Supply network:
Bar = 20 um. Pins as bars on the die edge.
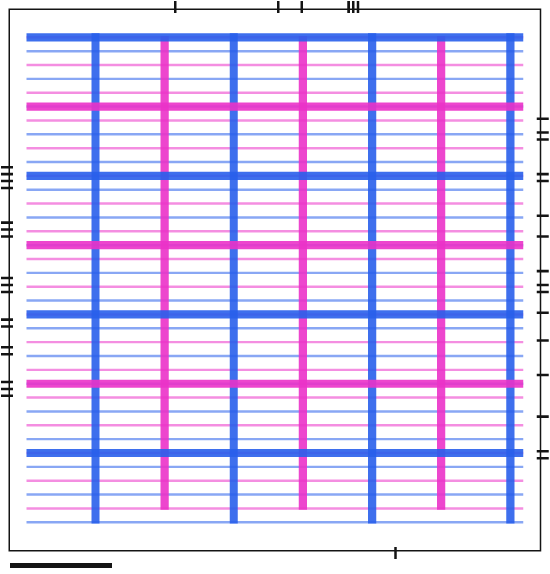
Cell classes on the final placement:
Bar = 20 um.
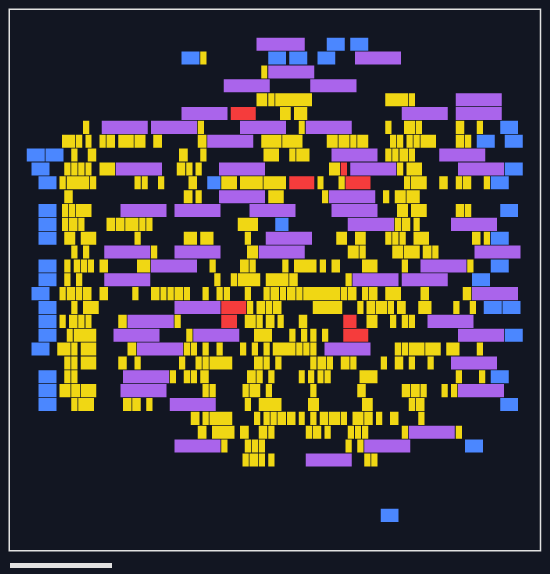
==> config.mk <==
export PLATFORM = sky130hd
export DESIGN_NAME = seq_array_multiplier
export DESIGN_NICKNAME = d
export VERILOG_FILES = /design/src/rtl/seq_array_multiplier.sv
export SDC_FILE = /design/constraint.sdc
export NUM_CORES = 1
export LEC_CHECK = 0
export ABC_AREA = 1
export CAP_MARGIN = 40
export CORE_AREA = 3 3 101 103
export CTS_CLUSTER_DIAMETER = 60
export DETAILED_ROUTE_END_ITERATION = 8
export DIE_AREA = 0 0 104 106
export PLACE_DENSITY = 0.6
export SLEW_MARGIN = 20
export SYNTH_ARGS = -nofsm -noshare
export SYNTH_HDL_FRONTEND = slang
export SYNTH_SLANG_ARGS = --single-unit
export TNS_END_PERCENT = 10
==> constraint.sdc <==
create_clock -name clk -period 3.3 [get_ports clk]
set_clock_uncertainty 0.2 [all_clocks]
set_input_delay 0.33 -clock clk [delete_from_list [all_inputs] [get_ports clk]]
set_output_delay 0.33 -clock clk [all_outputs]
set_load 0.02 [all_outputs]
==> src/rtl/seq_array_multiplier.sv <==
// Multi-cycle shift-and-add multiplier with signed/unsigned mode and valid/ready handshakes.
// One WIDTH-bit adder is reused across WIDTH cycles; one multiplication is in flight at a time.
module seq_array_multiplier #(
  parameter int unsigned WIDTH = 8
) (
  input  logic               clk,
  input  logic               rst,
  input  logic               in_valid,
  output logic               in_ready,
  input  logic               signed_mode,
  input  logic [WIDTH-1:0]   a,
  input  logic [WIDTH-1:0]   b,
  output logic               out_valid,
  input  logic               out_ready,
  output logic [2*WIDTH-1:0] product,
  output logic               busy
);

  localparam int unsigned PW = 2 * WIDTH;
  localparam int unsigned CW = $clog2(WIDTH);

  typedef enum logic [1:0] {
    IDLE = 2'd0,
    CALC = 2'd1,
    DONE = 2'd2
  } state_e;

  state_e            state_q, state_d;
  logic [CW-1:0]     count_q, count_d;
  logic [PW-1:0]     acc_q, acc_d;
  logic [WIDTH-1:0]  mcand_q, mcand_d;
  logic [WIDTH-1:0]  mplier_q, mplier_d;
  logic              neg_q, neg_d;
  logic [PW-1:0]     product_q, product_d;
  logic              in_ready_q, in_ready_d;
  logic              out_valid_q, out_valid_d;
  logic              busy_q, busy_d;

  logic [WIDTH-1:0]  addend;
  logic [WIDTH:0]    sum;
  logic [PW-1:0]     acc_step;

  // Datapath for one step: conditional add into the upper half, then shift right.
  always_comb begin
    addend   = mplier_q[0] ? mcand_q : '0;
    sum      = {1'b0, acc_q[PW-1:WIDTH]} + {1'b0, addend};
    acc_step = PW'({sum, acc_q[WIDTH-1:0]} >> 1);
  end

  always_comb begin
    state_d   = state_q;
    count_d   = count_q;
    acc_d     = acc_q;
    mcand_d   = mcand_q;
    mplier_d  = mplier_q;
    neg_d     = neg_q;
    product_d = product_q;

    unique case (state_q)
      IDLE: begin
        if (in_valid) begin
          // Signed operands are reduced to magnitudes; the sign is reapplied at the end.
          mcand_d  = (signed_mode && a[WIDTH-1]) ? (WIDTH'(0) - a) : a;
          mplier_d = (signed_mode && b[WIDTH-1]) ? (WIDTH'(0) - b) : b;
          neg_d    = signed_mode & (a[WIDTH-1] ^ b[WIDTH-1]);
          acc_d    = '0;
          count_d  = '0;
          state_d  = CALC;
        end
      end
      CALC: begin
        acc_d    = acc_step;
        mplier_d = mplier_q >> 1;
        count_d  = count_q + CW'(1);
        if (count_q == CW'(WIDTH - 1)) begin
          product_d = neg_q ? (PW'(0) - acc_step) : acc_step;
          state_d   = DONE;
        end
      end
      DONE: begin
        if (out_ready) state_d = IDLE;
      end
      default: state_d = IDLE;
    endcase

    in_ready_d  = (state_d == IDLE);
    out_valid_d = (state_d == DONE);
    busy_d      = (state_d != IDLE);
  end

  always_ff @(posedge clk or posedge rst) begin
    if (rst) begin
      state_q     <= IDLE;
      count_q     <= '0;
      acc_q       <= '0;
      mcand_q     <= '0;
      mplier_q    <= '0;
      neg_q       <= 1'b0;
      product_q   <= '0;
      in_ready_q  <= 1'b1;
      out_valid_q <= 1'b0;
      busy_q      <= 1'b0;
    end else begin
      state_q     <= state_d;
      count_q     <= count_d;
      acc_q       <= acc_d;
      mcand_q     <= mcand_d;
      mplier_q    <= mplier_d;
      neg_q       <= neg_d;
      product_q   <= product_d;
      in_ready_q  <= in_ready_d;
      out_valid_q <= out_valid_d;
      busy_q      <= busy_d;
    end
  end

  assign in_ready  = in_ready_q;
  assign out_valid = out_valid_q;
  assign busy      = busy_q;
  assign product   = product_q;

endmodule

==> out/summary.log <==
[worst_setup_path] launching element type of the critical path flop
[layout] post-layout instance area 3860 um2
[layout] portion of the layout cell area used by non-clock buffers 10.5%
[final_timing] final critical-path required period 2.60 ns
[pwr] switching portion of total power 46.2%
[yosys] dominant kind of combinational cell simple AND/OR/NAND/NOR gates
[worst_setup_path] required time at the endpoint of the critical path 3.31 ns
[clock_network] insertion delay to the later sink of the worst-skew pair 0.31 ns
[final_timing] achievable clock frequency 384 MHz
[placed_design] placed cell areas 3770 um2
[pwr] reported clock group power 384 uW
[yosys] Yosys top cell area share 42.1%
[grt] antenna violations before repair 0
[placed_design] placement-stage worst setup slack 0.700 ns
[clock_network] Clock transition at path regs 0.11 ns
[floorplanning] site row count 35
[placed_design] placed wire-length estimate 5220 um
[job] number of logged tool warnings 26
[drt] met2 wirelength from detailed routing 3030 um
[worst_hold_path] Worst Hold Class input pin to asynchronous set/reset pin
[drt] routed metal-1 wire length 3440 um
[layout] count of multi-input gates 290
[yosys] count of instantiated cells in the yosys netlist 413
[worst_setup_path] endpoint class of the critical path flop
[yosys] MUX area fraction 0%
[clock_network] H-Tree Depth 2
[grt] met2 track utilization from global routing 20.7%
[pwr] Logic power comb 1.90 mW
[drt] vias 2693
[floorplanning] die outline area 11000 um2
[grt] wire length of the first global-routing pass 11900 um
[layout] Non-CTS buffers 41
[worst_setup_path] highest net fanout along the worst path 9
[clock_network] Post-CTS Repair Setup Buffers 0
[yosys] top_reg_cell synth dfrtp_1
[yosys] Syn. warnings 0
[layout] Clock-cell share 2.30%
[final_timing] max_slew headroom 56.6%
[yosys] main area contributors after synthesis dfrtp_1 42%, nand2_1 13%, inv_1 6.0%, o21ai_0 5.2%, ha_1 5.0%
[yosys] summed standard-cell area reported by yosys 3270 um2
[layout] commonest cells after routing, fill and taps aside 113 x nand2_1, 55 x dfrtp_1, 51 x inv_1
[layout] Clock buffer cells 6
[yosys] number of enable-type register cells in the synthesized netlist 0
[final_timing] final hold vios 0
[layout] area occupied by multi-input gates 1580 um2
[clock_network] root buf cell clkbuf_8
[layout] post-synthesis to final-layout area growth 18.1%
[floorplanning] core area 9280 um2
[layout] fraction of standard cell area that is sequential 36.4%
[pwr] Cell Int Power 1.87 mW
[drt] routed length per placed instance 11.9 um
[grt] overall overflow remaining after global route 0
[worst_setup_path] Worst R2R Setup Slack 0.70 ns
[worst_setup_path] cell repeated most along the worst path nand2_1
[clock_network] CTS Sinks 56
[clock_network] count of hold-fix buffers inserted at cts 0
[final_timing] Fin Setup TNS 0 ns
[yosys] number of register bits inferred by synthesis 56
[final_timing] final worst-path setup slack 0.697 ns
[clock_network] clock tree from TritonCTS done
[layout] fraction of layout instances using a drive strength above 1 7.30%
[drt] Antenna Nets Post-Route 0
[pwr] Biggest consumer combinational cells
[drt] number of optimization iterations in the first detailed-route pass 5
[worst_setup_path] Crit. path cell count 14
[layout] combinational share of cell area 41.1%
[pwr] combinational group share of total power 54.7%
[floorplanning] DIE HEIGHT 106 um
[floorplanning] width of the die 104 um
[layout] sequential cells 56
[grt] via count of the first global-routing pass 2538
[drt] Top Metal Used met4
[grt] global route hottest layer met2
[worst_setup_path] Worst path max stage delay 0.48 ns
[layout] most frequent logic cell in the layout nand2_1
[drt] detailed-route DRC error count 0
[worst_setup_path] worst reg2reg path startpoint mplier_q[0]
[drt] wire length on met3 322 um
[pwr] switching component of the power 1.61 mW
[pwr] peak supply drop 0.311 mV
[clock_network] number of buffers created by CTS 5
[yosys] post-synthesis compound-gate area fraction 13.0%
[placed_design] number of placed instances, taps included 573
[worst_setup_path] worst setup path startpoint mplier_q[0]
[grt] largest net degree at the start of global routing 32
[placed_design] RePlAce Congestion 0.832
[yosys] most area-hungry cell type in the Yosys netlist dfrtp_1
[layout] combined flip-flop and latch cell area 1400 um2
[clock_network] number of buffers on the longest clock path 2
[yosys] net count of the mapped netlist 448
[layout] final instance count without filler cells 581
[layout] inverter count of the layout excluding clock inverters 57
[layout] final cell utilization of the core 41.5%
[yosys] sequential fraction of the synthesis area 43.0%
[floorplanning] total number of tap cells 129
[drt] overall routed net length 6890 um
[yosys] cell area after technology mapping 3270 um2
[final_timing] period utilisation layout 78.9%
[pwr] portion of total power attributed to the clock network 11.0%
[yosys] synth unique cells 38
[drt] via density per instance 4.64
[job] max-cap violations 0
[worst_setup_path] type of the worst setup path flop to flop
[worst_setup_path] CP cell instances nand2_1 > inv_1 > ha_1 > fa_1 > xnor2_2 > nand2_1 > nor2_2 > nand2_1 > nor2_1 > nand3_1 > nand2_1 > nand2_1 > nand3_1 > nand2_1
[pwr] Sequential Power Share 34.3%
[outcome] result of the run finished, final reports clean
[yosys] most frequent cells after synthesis 113 x nand2_1, 55 x dfrtp_1, 52 x inv_1
[worst_setup_path] family with the most delay on the worst path simple AND/OR/NAND/NOR gates
[drt] Iter 0 DRT Violations 132
[layout] layout filler cell count 997
[yosys] Async SR Flop Fraction 100%
[grt] met1 capacity usage during global routing 17.8%
[yosys] adder-cell share of the synthesized area 5.59%
[final_timing] Worst Hold Slack 0.214 ns
[final_timing] final setup violation count 0
[layout] largest cell class by area multi-input combinational cells
[final_timing] RSZ-0062 raised after global routing false
[layout] Diodes inserted 0
[worst_setup_path] capturing element of the worst setup path product[14]
[yosys] post-synthesis instance total 413
About 'supply network':
[magenta] VDD
[blue] VSS
met1 rails: 36
met5 straps: 7
rows: 35

About 'cell classes on the final placement':
[purple] flip-flops | cells: 56 | share of their area: 38%
[yellow] all other logic | cells: 347 | share of their area: 49%
[blue] other buffers and delay cells | cells: 41 | share of their area: 11%
[red] clock drivers and dummy loads | cells: 8 | share of their area: 2.4%

No activity file was given, so power comes from the tool's default toggle rates.
